$ cat src/rtl/mult_div_unit_if.sv
// Handshake and operand/result bundle between the multicycle control unit and mult_div_unit.
interface mult_div_unit_if #(parameter int unsigned WIDTH = 32);
    logic             start;
    logic             op_div;
    logic [WIDTH-1:0] a;
    logic [WIDTH-1:0] b;
    logic             busy;
    logic             done;
    logic             div_zero;
    logic [WIDTH-1:0] hi;
    logic [WIDTH-1:0] lo;

    modport master (output start, op_div, a, b, input busy, done, div_zero, hi, lo);
    modport slave  (input start, op_div, a, b, output busy, done, div_zero, hi, lo);
endinterface

$ cat src/rtl/mult_div_unit.sv
// Iterative signed multiply (radix-2 Booth) / divide (restoring) unit, one result bit per clock.
// Optional MULT_DIV_EARLY_EXIT_EN: a multiply with a zero operand finishes on the first RUN edge.
module mult_div_unit #(
    parameter int unsigned WIDTH = 32
) (
    input  logic            clk,
    input  logic            reset,
    mult_div_unit_if.slave  bus
);
    localparam int unsigned CW = $clog2(WIDTH);

    typedef enum logic [1:0] {IDLE, RUN, DONE} state_t;

    state_t           state, state_nx;
    logic [CW-1:0]    cnt;
    logic [WIDTH:0]   acc, m;
    logic [WIDTH-1:0] q;
    logic             qm1, op_q, neg_q, neg_r, dz_q;
`ifdef MULT_DIV_EARLY_EXIT_EN
    logic             mz_q;
`endif

    logic             skip, last;
    logic [WIDTH-1:0] a_mag, b_mag;
    logic [WIDTH:0]   sum, sh, diff, acc_nx;
    logic [WIDTH-1:0] q_nx, hi_fin, lo_fin;
    logic             qm1_nx;

    always_ff @(posedge clk) begin
        if (reset) state <= IDLE;
        else       state <= state_nx;
    end

    always_comb begin
        state_nx = state;
        case (state)
            IDLE:    if (bus.start) state_nx = RUN;
            RUN:     if (skip || last) state_nx = DONE;
            DONE:    state_nx = IDLE;
            default: state_nx = IDLE;
        endcase
    end

    always_comb begin
`ifdef MULT_DIV_EARLY_EXIT_EN
        skip = dz_q | mz_q;
`else
        skip = dz_q;
`endif
        last  = (cnt == CW'(WIDTH - 1));
        a_mag = bus.a[WIDTH-1] ? -bus.a : bus.a;
        b_mag = bus.b[WIDTH-1] ? -bus.b : bus.b;

        // Booth step: add/subtract multiplicand, then arithmetic shift of {acc,q,qm1}
        sum = acc;
        case ({q[0], qm1})
            2'b01:   sum = acc + m;
            2'b10:   sum = acc - m;
            default: sum = acc;
        endcase

        // Restoring step: shift next dividend bit into the partial remainder
        sh   = {acc[WIDTH-1:0], q[WIDTH-1]};
        diff = sh - m;

        if (op_q) begin
            acc_nx = diff[WIDTH] ? sh : diff;
            q_nx   = {q[WIDTH-2:0], ~diff[WIDTH]};
            qm1_nx = qm1;
            lo_fin = neg_q ? -q_nx : q_nx;
            hi_fin = neg_r ? -acc_nx[WIDTH-1:0] : acc_nx[WIDTH-1:0];
        end else begin
            acc_nx = {sum[WIDTH], sum[WIDTH:1]};
            q_nx   = {sum[0], q[WIDTH-1:1]};
            qm1_nx = q[0];
            lo_fin = q_nx;
            hi_fin = acc_nx[WIDTH-1:0];
        end
    end

    always_ff @(posedge clk) begin
        if (reset) begin
            cnt    <= '0;
            acc    <= '0;
            m      <= '0;
            q      <= '0;
            qm1    <= 1'b0;
            op_q   <= 1'b0;
            neg_q  <= 1'b0;
            neg_r  <= 1'b0;
            dz_q   <= 1'b0;
`ifdef MULT_DIV_EARLY_EXIT_EN
            mz_q   <= 1'b0;
`endif
            bus.hi <= '0;
            bus.lo <= '0;
        end else begin
            case (state)
                IDLE: if (bus.start) begin
                    cnt   <= '0;
                    acc   <= '0;
                    qm1   <= 1'b0;
                    op_q  <= bus.op_div;
                    dz_q  <= bus.op_div && (bus.b == '0);
                    neg_q <= bus.a[WIDTH-1] ^ bus.b[WIDTH-1];
                    neg_r <= bus.a[WIDTH-1];
`ifdef MULT_DIV_EARLY_EXIT_EN
                    mz_q  <= !bus.op_div && ((bus.a == '0) || (bus.b == '0));
`endif
                    if (bus.op_div) begin
                        q <= a_mag;
                        m <= {1'b0, b_mag};
                    end else begin
                        q <= bus.b;
                        m <= {bus.a[WIDTH-1], bus.a};
                    end
                end
                RUN: begin
                    if (dz_q) begin
                        // divide by zero: results deliberately left untouched
                    end
`ifdef MULT_DIV_EARLY_EXIT_EN
                    else if (mz_q) begin
                        bus.hi <= '0;
                        bus.lo <= '0;
                    end
`endif
                    else begin
                        acc <= acc_nx;
                        q   <= q_nx;
                        qm1 <= qm1_nx;
                        cnt <= cnt + 1'b1;
                        if (last) begin
                            bus.hi <= hi_fin;
                            bus.lo <= lo_fin;
                        end
                    end
                end
                default: ;
            endcase
        end
    end

    assign bus.busy     = (state == RUN);
    assign bus.done     = (state == DONE);
    assign bus.div_zero = (state == DONE) && dz_q;
endmodule
$ cat src/flat_wrapper.sv
// flat-port wrapper written by rule: the top's interface ports become plain ports
module mult_div_unit_flat 
#(
    parameter int unsigned WIDTH = 32
)
  (clk, reset, bus_start, bus_op_div, bus_a, bus_b, bus_busy, bus_done, bus_div_zero, bus_hi, bus_lo);
  mult_div_unit_if #(.WIDTH(WIDTH)) bus_i ();
  input  logic clk;
  input  logic reset;
  input wire logic [$bits(bus_i.start)-1:0] bus_start;
  input wire logic [$bits(bus_i.op_div)-1:0] bus_op_div;
  input wire logic [$bits(bus_i.a)-1:0] bus_a;
  input wire logic [$bits(bus_i.b)-1:0] bus_b;
  output wire logic [$bits(bus_i.busy)-1:0] bus_busy;
  output wire logic [$bits(bus_i.done)-1:0] bus_done;
  output wire logic [$bits(bus_i.div_zero)-1:0] bus_div_zero;
  output wire logic [$bits(bus_i.hi)-1:0] bus_hi;
  output wire logic [$bits(bus_i.lo)-1:0] bus_lo;
  assign bus_i.start = bus_start;
  assign bus_i.op_div = bus_op_div;
  assign bus_i.a = bus_a;
  assign bus_i.b = bus_b;
  assign bus_busy = bus_i.busy;
  assign bus_done = bus_i.done;
  assign bus_div_zero = bus_i.div_zero;
  assign bus_hi = bus_i.hi;
  assign bus_lo = bus_i.lo;
  mult_div_unit #(.WIDTH(WIDTH)) u_core (.clk(clk), .reset(reset), .bus(bus_i));
endmodule
$ cat config.mk
export PLATFORM = sky130hd
export DESIGN_NAME = mult_div_unit_flat
export DESIGN_NICKNAME = d
export VERILOG_FILES = /design/src/rtl/mult_div_unit_if.sv /design/src/rtl/mult_div_unit.sv /design/src/flat_wrapper.sv
export SDC_FILE = /design/constraint.sdc
export NUM_CORES = 1
export LEC_CHECK = 0
export ABC_CLOCK_PERIOD_IN_PS = 5300
export CORE_UTILIZATION = 54
export CTS_CLUSTER_SIZE = 12
export DETAILED_ROUTE_END_ITERATION = 8
export DONT_BUFFER_PORTS = 1
export PLACE_DENSITY = 0.82
export SLEW_MARGIN = 15
export SYNTH_ARGS = -nofsm -noshare
export SYNTH_HDL_FRONTEND = slang
export SYNTH_SLANG_ARGS = --single-unit
$ cat constraint.sdc
create_clock -name clk -period 5.3 [get_ports clk]
set_input_delay 1.06 -clock clk [delete_from_list [all_inputs] [get_ports clk]]
set_output_delay 1.06 -clock clk [all_outputs]
set_load 0.05 [all_outputs]
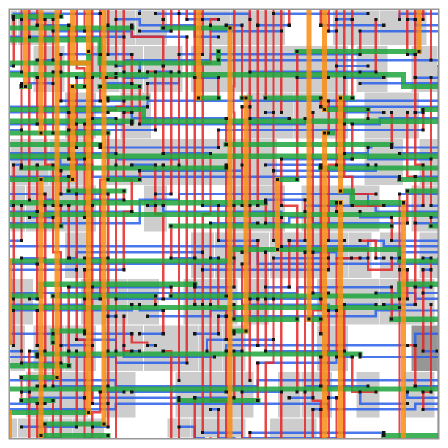
**Above:** close-up of the layout.
Window x 75 to 100, y 75 to 100 um. Cells in grey, sequential cells in the stronger grey; small squares are vias.
Key: met2 = red; met4 = orange; met3 = green; met1 = blue
Most frequent: o21ai_0 (7). Sequential cells in the window: 0. 55 logic cells have their middle in the window.

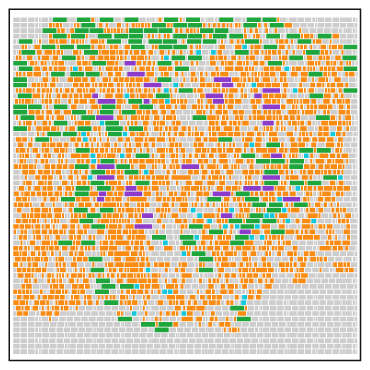
**Above:** cells coloured by class.
Drawn at 2 px/um. Fill, decap, tap and diode cells in grey.
Key: other buffers and delay cells = cyan [cells 52]; all other logic = orange [cells 1,882]; flops = green [cells 174]; clock drivers and dummy loads = purple [cells 32]

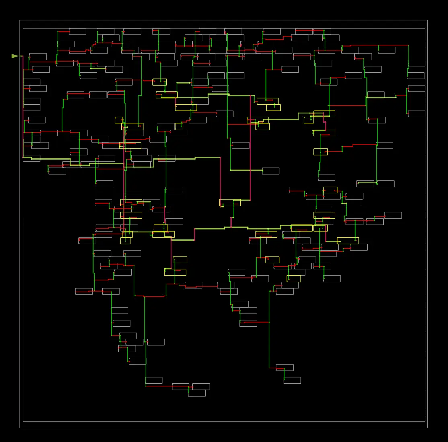
**Above:** the clock network.
CLK BUF: 17
sinks on the clock net: 174
Latency at later pin: 0.47 ns

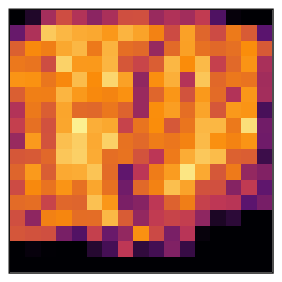
**Above:** placement density heat map.
Drawn at 1.5 px/um. 17 x 17 tiles, from black (low) to pale yellow (high), 0 to 100% covered.
13% of the tiles are nearly empty. The fullest tile reaches 97%. The mean over all tiles is 54%. 27% of the tiles are over 75% full.

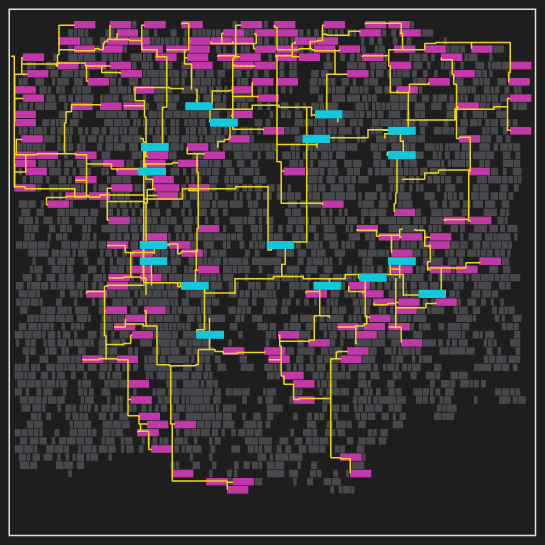
**Above:** routed clock nets over the placement.
Drawn at 3 px/um.
Key: flip-flops = magenta [count 174]; cells driving clock nets = cyan [count 17]; clock wires = yellow [length 2,440 um]
There are 18 routed clock nets. Position of the flops: widely spread.

==> impl_metrics.env <==
# physical design summary
export IMPL_outcome="finished, final reports clean"
export IMPL_num_vias=17400
export IMPL_p_int_mw=2.86
export IMPL_place_port_buffers=0
export IMPL_worst_path_max_fanout=21
export IMPL_synth_edff_count=0
export IMPL_hold_viol_final=0
export IMPL_cts_buffers=17
export IMPL_crit_arrival_ns=5.37
export IMPL_switching_share=0.449
export IMPL_drc_errors=0
export IMPL_r2r_start="u_core.q[0]"
export IMPL_cts_path_max_buffers=2
export IMPL_mux_area_frac=0.0477
export IMPL_async_flop_share=0
export IMPL_ys_top_cells_by_count="nor2_1, nand2_1, a21oi_1"
export IMPL_clkTransAtPathRegs_ns=0.08
export IMPL_cpMaxStageDelayCell="o21ai_0"
export IMPL_core_area_um2=29100
export IMPL_crit_start="u_core.q[0]"
export IMPL_synthAdderAreaFrac=0.0583
export IMPL_slew_headroom=0.0826
export IMPL_yosys_warnings=0
export IMPL_fp_util=0.555
export IMPL_warnings=32
export IMPL_hold_ws_ns=0.517
export IMPL_chipArea_um2=30600
export IMPL_synth_flops=174
export IMPL_path_cells="ha_1, buf_4, a21oi_1, xnor2_1, ha_1, and3_1, a221oi_1, o21ai_0, o21ai_0, nand2_1, a21oi_1, xor2_1, o211a_1, o21ai_0"
export IMPL_power_leakage_nw=6.48
export IMPL_ys_cells=2208
export IMPL_gr_usage_met3=0.113
export IMPL_setup_violations=0
export IMPL_clkPwrFrac=0.264
export IMPL_rows=62
export IMPL_synth_most_common_cell="nor2_1"
export IMPL_clock_tree_htree_level_count=4
export IMPL_grt_max_degree=151
export IMPL_vias_per_cell=6.90
export IMPL_cts_tree="yes"
export IMPL_crit_required_ns=5.55
export IMPL_dr_pass1_iters=8
export IMPL_ir_worst_vdd_mv=0.251
export IMPL_yosys_most_used_dff="dfxtp_1"
export IMPL_hold_class="register to register"
export IMPL_fp_dieW_um=175
export IMPL_drt_total_wl_mm=60.4
export IMPL_utilization=0.586
export IMPL_fin_setup_tns_ns=0
export IMPL_synthToLayoutAreaGrowth_pct=5.64
export IMPL_cts_setup_buffers=0
export IMPL_drive_gt1_frac=0.0822
export IMPL_ys_sh_aoi=0.311
export IMPL_clockRootBuffer="clkbuf_16"
export IMPL_yosys_area_um2=16100
export IMPL_grt_most_used_layer="met2"
export IMPL_powerDensity_nw_per_um2=304
export IMPL_post_route_period_util=0.967
export IMPL_hpwlAfterDp_mm=44.8
export IMPL_ioPinCount=135
export IMPL_top_area_frac=0.216
export IMPL_netlist_instances=2208
export IMPL_simple_gate_share=0.226
export IMPL_syn_num_nets=2350
export IMPL_avgSynthCellArea_um2=7.31
export IMPL_synth_area_um2=16100
export IMPL_ant_nets=0
export IMPL_tightest_slew_ns=1.36
export IMPL_maxCapViolations=0
export IMPL_met2_usage=0.607
export IMPL_critPathLaunchType="register"
export IMPL_drt_iter0_drc=2278
export IMPL_dieHeight_um=175
export IMPL_max_stage_delay_ns=0.82
export IMPL_min_period_ns=5.12
export IMPL_top_logic_kind="AND-OR/OR-AND gates"
export IMPL_yosysTopAreaCell="dfxtp_1"
export IMPL_area_leaders="dfxtp_1, nor2_1, a21oi_1"
export IMPL_critical_path_class="register to register"
export IMPL_antenna_found_initial=1
export IMPL_post_drt_wl_per_cell_um=23.9
export IMPL_slew_viol_final=0
export IMPL_combPwrFrac=0.456
export IMPL_hold_start="u_core.qm1"
export IMPL_xor_area_frac=0.0825
export IMPL_p_seq_frac=0.280
export IMPL_grt_pass1_wl_mm=92.5
export IMPL_grt_pass1_vias=16200
export IMPL_instances_no_fill=2525
export IMPL_fmax_mhz=195
export IMPL_p_sw_mw=2.33
export IMPL_grt_overflow_total=0
export IMPL_fin_nets=2269
export IMPL_synth_distinct_cells=97
export IMPL_grt_use_met1=0.451
export IMPL_dpl_cell_count=2492
export IMPL_ys_seq_share=0.216
export IMPL_grt_use_total=0.390
export IMPL_fin_worst_skew_ns=0.0237
export IMPL_crit_path_frequent_cell="o21ai_0"
export IMPL_gp_congestion=1.06
export IMPL_endpoint_kind="register"
placed cells by master (no fill, tap or decap), types with 18 or more instances in the layout:
cell type / instances
a211oi_1: 94
a21o_1: 31
a21oi_1: 194
a221oi_1: 36
a31oi_1: 26
and2_1: 20
and3_1: 18
buf_4: 52
dfxtp_1: 173
ha_1: 69
inv_1: 68
mux2_2: 31
mux2i_1: 42
nand2_1: 205
nand3_1: 33
nand4_1: 19
nor2_1: 283
nor3_1: 65
nor4_1: 24
o211ai_1: 33
o21ai_0: 107
o31ai_1: 37
or3_1: 29
xnor2_1: 65
xor2_1: 86
routing by layer:
metal  part of all wire  up-vias
li1                   -     7975
met1               0.36     8018
met2               0.44     1143
met3               0.12      299
met4              0.086        0
met5                  0        -
through the flow:
| step | cell area, um2 | power [mW] | setup WS [ns] |
|---|---|---|---|
| 2_1_floorplan | 16100 | 3.12 | 0.0124 |
| 3_3_place_gp | 16300 | 3.67 | 0.258 |
| 3_5_place_dp | 16300 | 3.70 | 0.106 |
| 4_1_cts | 17000 | 5.05 | 0.0907 |
| 5_1_grt | 17000 | 5.39 | -0.0415 |
| 6_report | 17100 | 5.19 | 0.175 |
sequential cells by signal (all words and copies together), names as in the netlist:
| signal | flops |
|---|---|
| u_core.bus.lo | 32 |
| u_core.neg_r | 1 |
| u_core.state | 2 |
| u_core.m | 33 |
| u_core.op_q | 1 |
| u_core.cnt | 5 |
| u_core.dz_q | 1 |
| u_core.acc | 33 |
| u_core.qm1 | 1 |
| u_core.neg_q | 1 |
| u_core.q | 32 |
| u_core.bus.hi | 32 |
power by group through the flow:
stage / Clock, mW / Sequential [mW] / Combinational [mW]
2_1_floorplan: 0 / 1.44 / 1.67
3_3_place_gp: 0 / 1.47 / 2.19
3_5_place_dp: 0 / 1.48 / 2.23
4_1_cts: 1.36 / 1.44 / 2.24
5_1_grt: 1.42 / 1.46 / 2.52
6_report: 1.37 / 1.45 / 2.37
critical path, delay by kind of cell, from the launching register on:
family,cells,cell delay (ns)
AND-OR/OR-AND,7,2.40
XOR/XNOR,2,0.35
adder cells (fa/ha/maj),2,0.93
buffers and inverters,1,0.36
flip-flops,1,0.54
AND/OR/NAND/NOR,2,0.32
final timing paths:
path         depth (start not counted)              to  slack (ns)
max                                 14  u_core.acc[18]        0.18
min                                  2      u_core.qm1        0.52
max reg2reg                         14  u_core.acc[18]        0.18
min reg2reg                          2      u_core.qm1        0.52
layout make-up:
cell class | count | area, um2
Tap cell | 384 | 480
Inverter | 70 | 263
Sequential cell | 174 | 3490
Antenna cell | 1 | 2.50
Fill cell | 2690 | 12000
Clock buffer | 17 | 425
Multi-Input combinational cell | 1812 | 11800
Clock inverter | 15 | 214
Timing Repair Buffer | 52 | 390
logic make-up after synthesis:
| kind of cell | Yosys count |
|---|---|
| flops | 174 |
| compound gates | 728 |
| fa+ha+maj | 74 |
| xor+xnor | 152 |
| mux | 73 |
| buf+inv | 222 |
| simple gates | 785 |
timing repair:
item                       in CTS  in global routing
setup endpoints to repair       0                 21
hold buffers                    0                  0
gates resized                   0                 14
Power and IR drop assume default switching activity.
